--- src/rtl/uart_line_rx.sv ---
// 8N1 UART receiver that assembles bytes into a line buffer and holds each '\n'-terminated line
// until acknowledged. Optional macro UART_LINE_STRIP_CR_EN drops 0x0D bytes before assembly.
module uart_line_rx #(
  parameter int CLK_FRE   = 50,
  parameter int UART_RATE = 115200,
  parameter int MAX_LEN   = 16
) (
  input  logic                         clk,
  input  logic                         rst,
  input  logic                         rx_pin,
  output logic                         line_valid,
  output logic [$clog2(MAX_LEN+1)-1:0] line_len,
  output logic                         line_trunc,
  input  logic                         line_ack,
  input  logic [$clog2(MAX_LEN)-1:0]   rd_addr,
  output logic [7:0]                   rd_data,
  output logic                         frame_err,
  output logic                         overrun
);

  localparam int BIT_CYC = CLK_FRE * 1000000 / UART_RATE;
  localparam int HALF    = BIT_CYC / 2;
  localparam int LW      = $clog2(MAX_LEN + 1);
  localparam int AW      = $clog2(MAX_LEN);
  localparam logic [15:0] BIT_LAST  = 16'(BIT_CYC - 1);
  localparam logic [15:0] HALF_LAST = 16'(HALF - 1);

  typedef enum logic [2:0] {ST_ARM, ST_IDLE, ST_START, ST_DATA, ST_STOP} state_t;

  state_t          state_r, state_nx_s;
  logic [15:0]     cnt_r, cnt_nx_s;
  logic [2:0]      bit_idx_r, bit_idx_nx_s;
  logic [7:0]      shift_r, shift_nx_s;
  logic [1:0]      sync_r;
  logic            rxs_s;
  logic            byte_good_s, stop_bad_s, byte_keep_s, buf_we_s;

  logic            line_valid_r, line_trunc_r, trunc_flag_r;
  logic [LW-1:0]   line_len_r, wr_ptr_r;
  logic [7:0]      rd_data_r;
  logic            frame_err_r, overrun_r;
  logic [7:0]      line_buf_r [MAX_LEN];

  assign rxs_s = sync_r[1];

  // Two-flop synchronizer, reset to the idle-high line level
  always_ff @(posedge clk) begin
    if (rst) sync_r <= 2'b11;
    else     sync_r <= {sync_r[0], rx_pin};
  end

  // Receiver state register
  always_ff @(posedge clk) begin
    if (rst) begin
      state_r   <= ST_ARM;
      cnt_r     <= 16'd0;
      bit_idx_r <= 3'd0;
      shift_r   <= 8'h00;
    end else begin
      state_r   <= state_nx_s;
      cnt_r     <= cnt_nx_s;
      bit_idx_r <= bit_idx_nx_s;
      shift_r   <= shift_nx_s;
    end
  end

  // Receiver next-state: ARM waits for a full idle-high bit so a mid-frame reset never false-starts
  always_comb begin
    state_nx_s   = state_r;
    cnt_nx_s     = cnt_r + 16'd1;
    bit_idx_nx_s = bit_idx_r;
    shift_nx_s   = shift_r;
    byte_good_s  = 1'b0;
    stop_bad_s   = 1'b0;
    case (state_r)
      ST_ARM: begin
        if (!rxs_s) begin
          cnt_nx_s = 16'd0;
        end else if (cnt_r == BIT_LAST) begin
          cnt_nx_s   = 16'd0;
          state_nx_s = ST_IDLE;
        end else begin
          cnt_nx_s = cnt_r + 16'd1;
        end
      end
      ST_IDLE: begin
        cnt_nx_s = 16'd0;
        if (!rxs_s) state_nx_s = ST_START;
        else        state_nx_s = ST_IDLE;
      end
      ST_START: begin
        if (cnt_r == HALF_LAST) begin
          cnt_nx_s     = 16'd0;
          bit_idx_nx_s = 3'd0;
          if (!rxs_s) state_nx_s = ST_DATA;
          else        state_nx_s = ST_IDLE;
        end else begin
          state_nx_s = ST_START;
        end
      end
      ST_DATA: begin
        if (cnt_r == BIT_LAST) begin
          cnt_nx_s     = 16'd0;
          shift_nx_s   = {rxs_s, shift_r[7:1]};
          bit_idx_nx_s = bit_idx_r + 3'd1;
          if (bit_idx_r == 3'd7) state_nx_s = ST_STOP;
          else                   state_nx_s = ST_DATA;
        end else begin
          state_nx_s = ST_DATA;
        end
      end
      ST_STOP: begin
        if (cnt_r == BIT_LAST) begin
          cnt_nx_s = 16'd0;
          if (rxs_s) begin
            byte_good_s = 1'b1;
            state_nx_s  = ST_IDLE;
          end else begin
            stop_bad_s = 1'b1;
            state_nx_s = ST_ARM;
          end
        end else begin
          state_nx_s = ST_STOP;
        end
      end
      default: begin
        state_nx_s = ST_ARM;
        cnt_nx_s   = 16'd0;
      end
    endcase
  end

`ifdef UART_LINE_STRIP_CR_EN
  assign byte_keep_s = byte_good_s && (shift_r != 8'h0D);
`else
  assign byte_keep_s = byte_good_s;
`endif

  assign buf_we_s = byte_keep_s && !line_valid_r && (shift_r != 8'h0A) &&
                    (wr_ptr_r < LW'(MAX_LEN));

  // Line assembly and hold/ack handshake; a byte arriving with the ack still sees the held line
  always_ff @(posedge clk) begin
    if (rst) begin
      line_valid_r <= 1'b0;
      line_len_r   <= '0;
      line_trunc_r <= 1'b0;
      wr_ptr_r     <= '0;
      trunc_flag_r <= 1'b0;
      frame_err_r  <= 1'b0;
      overrun_r    <= 1'b0;
    end else begin
      frame_err_r <= stop_bad_s;
      overrun_r   <= byte_keep_s && line_valid_r;
      if (line_valid_r) begin
        if (line_ack) begin
          line_valid_r <= 1'b0;
          line_len_r   <= '0;
          line_trunc_r <= 1'b0;
        end
      end else if (byte_keep_s) begin
        if (shift_r == 8'h0A) begin
          line_valid_r <= 1'b1;
          line_len_r   <= wr_ptr_r;
          line_trunc_r <= trunc_flag_r;
          wr_ptr_r     <= '0;
          trunc_flag_r <= 1'b0;
        end else if (wr_ptr_r < LW'(MAX_LEN)) begin
          wr_ptr_r <= wr_ptr_r + LW'(1);
        end else begin
          trunc_flag_r <= 1'b1;
        end
      end
    end
  end

  // Line buffer storage; contents survive reset and ack
  always_ff @(posedge clk) begin
    if (buf_we_s && !rst) line_buf_r[wr_ptr_r[AW-1:0]] <= shift_r;
  end

  // Registered read port
  always_ff @(posedge clk) begin
    if (rst) rd_data_r <= 8'h00;
    else     rd_data_r <= line_buf_r[rd_addr];
  end

  assign line_valid = line_valid_r;
  assign line_len   = line_len_r;
  assign line_trunc = line_trunc_r;
  assign rd_data    = rd_data_r;
  assign frame_err  = frame_err_r;
  assign overrun    = overrun_r;

endmodule

--- config.mk ---
export PLATFORM = sky130hd
export DESIGN_NAME = uart_line_rx
export DESIGN_NICKNAME = d
export VERILOG_FILES = /design/src/rtl/uart_line_rx.sv
export SDC_FILE = /design/constraint.sdc
export NUM_CORES = 1
export LEC_CHECK = 0
export ABC_AREA = 0
export CAP_MARGIN = 20
export CELL_PAD_IN_SITES_DETAIL_PLACEMENT = 1
export CELL_PAD_IN_SITES_GLOBAL_PLACEMENT = 1
export CORE_ASPECT_RATIO = 1.1
export CORE_MARGIN = 5
export CORE_UTILIZATION = 45
export CTS_CLUSTER_DIAMETER = 80
export DETAILED_ROUTE_END_ITERATION = 16
export PLACE_DENSITY = 0.8
export SLEW_MARGIN = 20
export SYNTH_ARGS = -nofsm -noshare
export SYNTH_HDL_FRONTEND = slang
export SYNTH_SLANG_ARGS = --single-unit
--- constraint.sdc ---
create_clock -name clk -period 8.5 [get_ports clk]
set_input_delay 1.7 -clock clk [delete_from_list [all_inputs] [get_ports clk]]
set_output_delay 1.7 -clock clk [all_outputs]
set_load 0.02 [all_outputs]
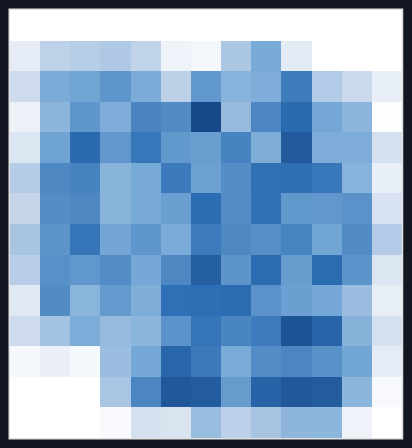
(local utilization)
The die is cut into 13 by 14 equal tiles; white is low, dark blue is high, 0 to 100% covered.
mean over tiles: 43%
emptiest ninth of the die: south-west
nearly empty tiles: 13%
tiles over 75% full: 9.9%

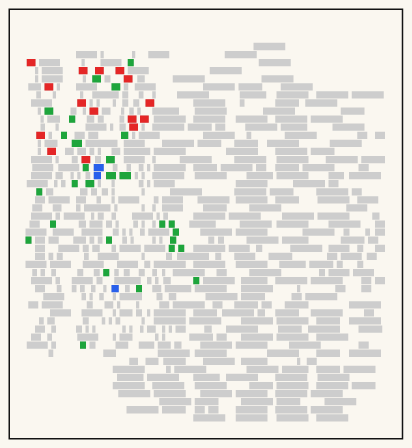
(logic cells by family)
| family | colour | cells |
|---|---|---|
| AND-OR and OR-AND gates | blue | 3 |
| XOR/XNOR gates | red | 15 |
| AND and OR gates | green | 28 |

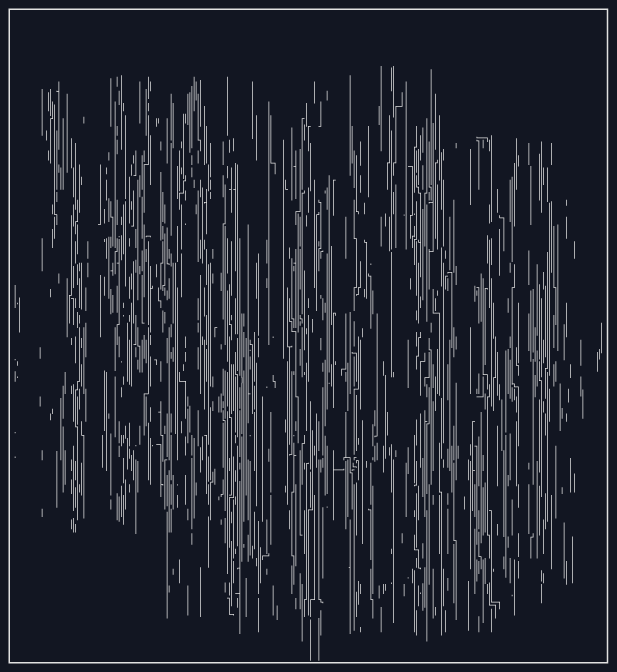
(signal wires on met2)
share of all routed wire: 51%
wire length on this layer: 8240 µm
nets with wire on the layer: 479

==> out/notes.md <==
- **outcome** completed
- **most frequently used flop master after synthesis** edfxtp_1
- **power density cells** 217 nW/µm²
- **growth of design area from synthesis to finish** 14.4%
- **Tcrit/Tclk final** 41.5%
- **via count of the first global-routing pass** 4581
- **cell type group with the largest total delay on the critical path** simple AND/OR/NAND/NOR gates
- **worst slew pin tran** 0.997 ns
- **clock insertion delay at the later pin of the skew report** 0.43 ns
- **average footprint of a synthesized cell** 14.9 µm²
- **worst endpoint required time** 8.55 ns
- **worst setup path start** rst
- **Detail Placement HPWL** 10.8 mm
- **Net Count, Synth** 512
- **cell count after synthesis** 495
- **Port-buffer cells** 24
- **critical path fanouts, max** 38
- **drt total wl** 16.2 mm
- **number of hold buffers added after cts** 0
- **Routed wire per std cell** 22.0 µm
- **kind of critical path** in2reg
- **final layout net count** 534
- **leading power group** sequential cells
- **pre-placement core utilization** 45.4%
- **switching portion of total power** 19.8%
- **TritonCTS clock tree** built
- **worst path buffer plus inverter count** 2
- **Finished Core Util** 51.9%
- **placeable core area** 16200 µm²
- **fill count** 1547
- **remaining antenna violation count** 0
- **post-layout minimum cycle time** 3.52 ns
- **Top-Level Pins** 25
- **Cell Area, Synth** 7370 µm²
- **number of placement rows** 49
- **Min Hold Slack** 0.413 ns
- **startpoint of the worst-slack reg-to-reg timing path** cnt_r[13]$_SDFF_PP0_
- **NetSw** 0.362 mW
- **CTS sink count** 183
- **relative contribution of the clock network to total power** 44.6%
- **reported combinational group power** 0.0626 mW
- **classification of the worst-slack hold path** reg2reg
- **highest ir drop seen on vdd** 0.000131 V
- **number of OpenROAD warnings** 31
- **Crit path depth** 5
- **flip-flops with a built-in enable** 128
- **cell internal pwr** 1.47 mW
- **total number of vias** 4211
- **Sequential Power** 0.949 mW
- **Critical-path top delay cell** nor4_2
- **clock tree buffer depth** 2
- **highest clock rate** 284 MHz
- **fraction of layout cells with a size suffix above 1** 15.5%
- **grt total ovfl** 0
- **startpoint of the worst hold path** sync_r[0]$_SDFF_PP1_
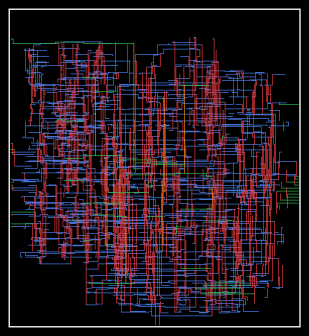
(metal layers overlaid)
| layer | colour | wire length |
|---|---|---|
| metal 1 | blue | 7050 µm |
| metal 2 | red | 8240 µm |
| metal 3 | green | 564 µm |
| metal 4 | orange | 332 µm |

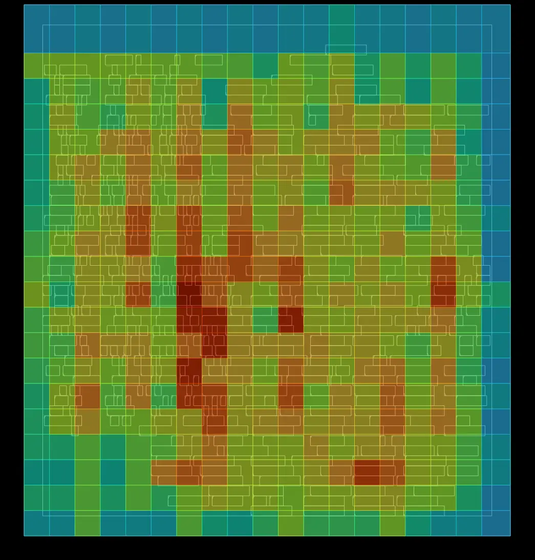
(routing congestion map)
GR Util met2: 30.5%
met3 demand-to-capacity share in global routing: 3.51%
most heavily used metal layer in global routing: met2

## sequential cells by signal, summed over array words and instances, names as in the netlist
| register | count |
|---|---|
| line_buf_r | 128 |
| cnt_r | 16 |
| rd_data | 8 |
| shift_r | 8 |
| line_len | 5 |
| wr_ptr_r | 5 |
| bit_idx_r | 3 |
| state_r | 3 |
| sync_r | 2 |
| frame_err | 1 |
| line_trunc | 1 |
| line_valid | 1 |
| overrun | 1 |
| trunc_flag_r | 1 |
## logic make-up after synthesis
kind of cell,after synthesis,share of synthesized area [%]
flip-flops,183,67.1
AND/OR/NAND/NOR,159,12.1
multiplexers,48,12.0
AND-OR/OR-AND,47,3.74
buffers and inverters,34,1.83
XOR/XNOR,15,1.78
adder cells (fa/ha/maj),9,1.53
## per-stage QoR
step	setup WS, ns	instance area, µm²	total power, mW	cells
4_1_cts	4.77	8400	1.84	733
2_1_floorplan	5.14	7370	1.01	495
3_3_place_gp	4.37	7780	1.03	701
5_1_grt	4.84	8430	1.89	734
6_report	4.98	8430	1.83	734
3_5_place_dp	4.32	7790	1.03	701
## path summary, 6_finish.rpt
path                                endpoint  slack [ns]
hold reg to reg         sync_r[1]$_SDFF_PP1_        0.41
setup reg to reg  line_buf_r[1][3]$_DFFE_PP_        5.19
hold / removal          sync_r[1]$_SDFF_PP1_        0.41
setup / recovery  line_buf_r[1][3]$_DFFE_PP_        4.98
## Yosys cell counts, drive strengths merged, types with 2 or more instances
master,count,share of area [%]
a21oi,15,1.0
edfxtp,128,52
mux4,32,9.8
or3,2,0.17
and4,4,0.48
and2,4,0.34
and3,9,0.76
nand4b,3,0.36
o31ai,2,0.20
clkbuf,17,0.87
nor4,8,1.0
mux2i,16,2.2
dfxtp,55,15
buf,9,0.56
ha,9,1.5
nor2b,2,0.17
nor3,10,0.68
nor3b,2,0.20
nor4bb,3,0.41
inv,8,0.41
xnor2,5,0.59
or4,2,0.25
xor2,10,1.2
nand3,12,0.81
nand3b,3,0.31
nand2,36,1.8
a31oi,2,0.17
nand2b,12,1.0
nand4,5,0.42
o22ai,12,1.0
o21ai,11,0.75
nor4b,3,0.44
or2,4,0.34
nor2,32,1.7
## routing by layer
layer | vias up | track usage (%) | routed length, µm
met3 | 24 | 3.51 | 563
met1 | 2143 | 22.6 | 7050
li1 | 1941 | - | -
met5 | - | 0 | 0
met2 | 103 | 30.5 | 8240
met4 | 0 | 7.47 | 331
## layout by cell type (no fill, tap or decap), drive strengths merged, types with 3 or more instances in the layout
cell,instances
and2,4
edfxtp,128
nand2b,12
xnor2,5
ha,9
a21oi,15
nand2,36
xor2,10
or2,4
clkbuf,18
nor2,32
clkdlybuf4s50,22
nand3,12
buf,7
and3,9
o21ai,11
o22ai,12
nand4,5
mux4,32
bufinv,4
dfxtp,55
mux2i,16
nand3b,3
nor3,10
inv,10
nor4bb,3
nand4b,3
nor4,8
clkinv,5
clkinvlp,3
and4,4
nor4b,3
## area by class of cell
cell class | count | area (µm²) | area share (%)
clock buffer | 18 | 429 | 5.09
tap | 204 | 255 | 3.03
inverter | 8 | 30.0 | 0.356
multi-input combinational | 278 | 2320 | 27.5
clock inverter | 14 | 180 | 2.14
timing repair buffer | 29 | 278 | 3.29
sequential | 183 | 4940 | 58.6
Power and IR drop assume default switching activity.
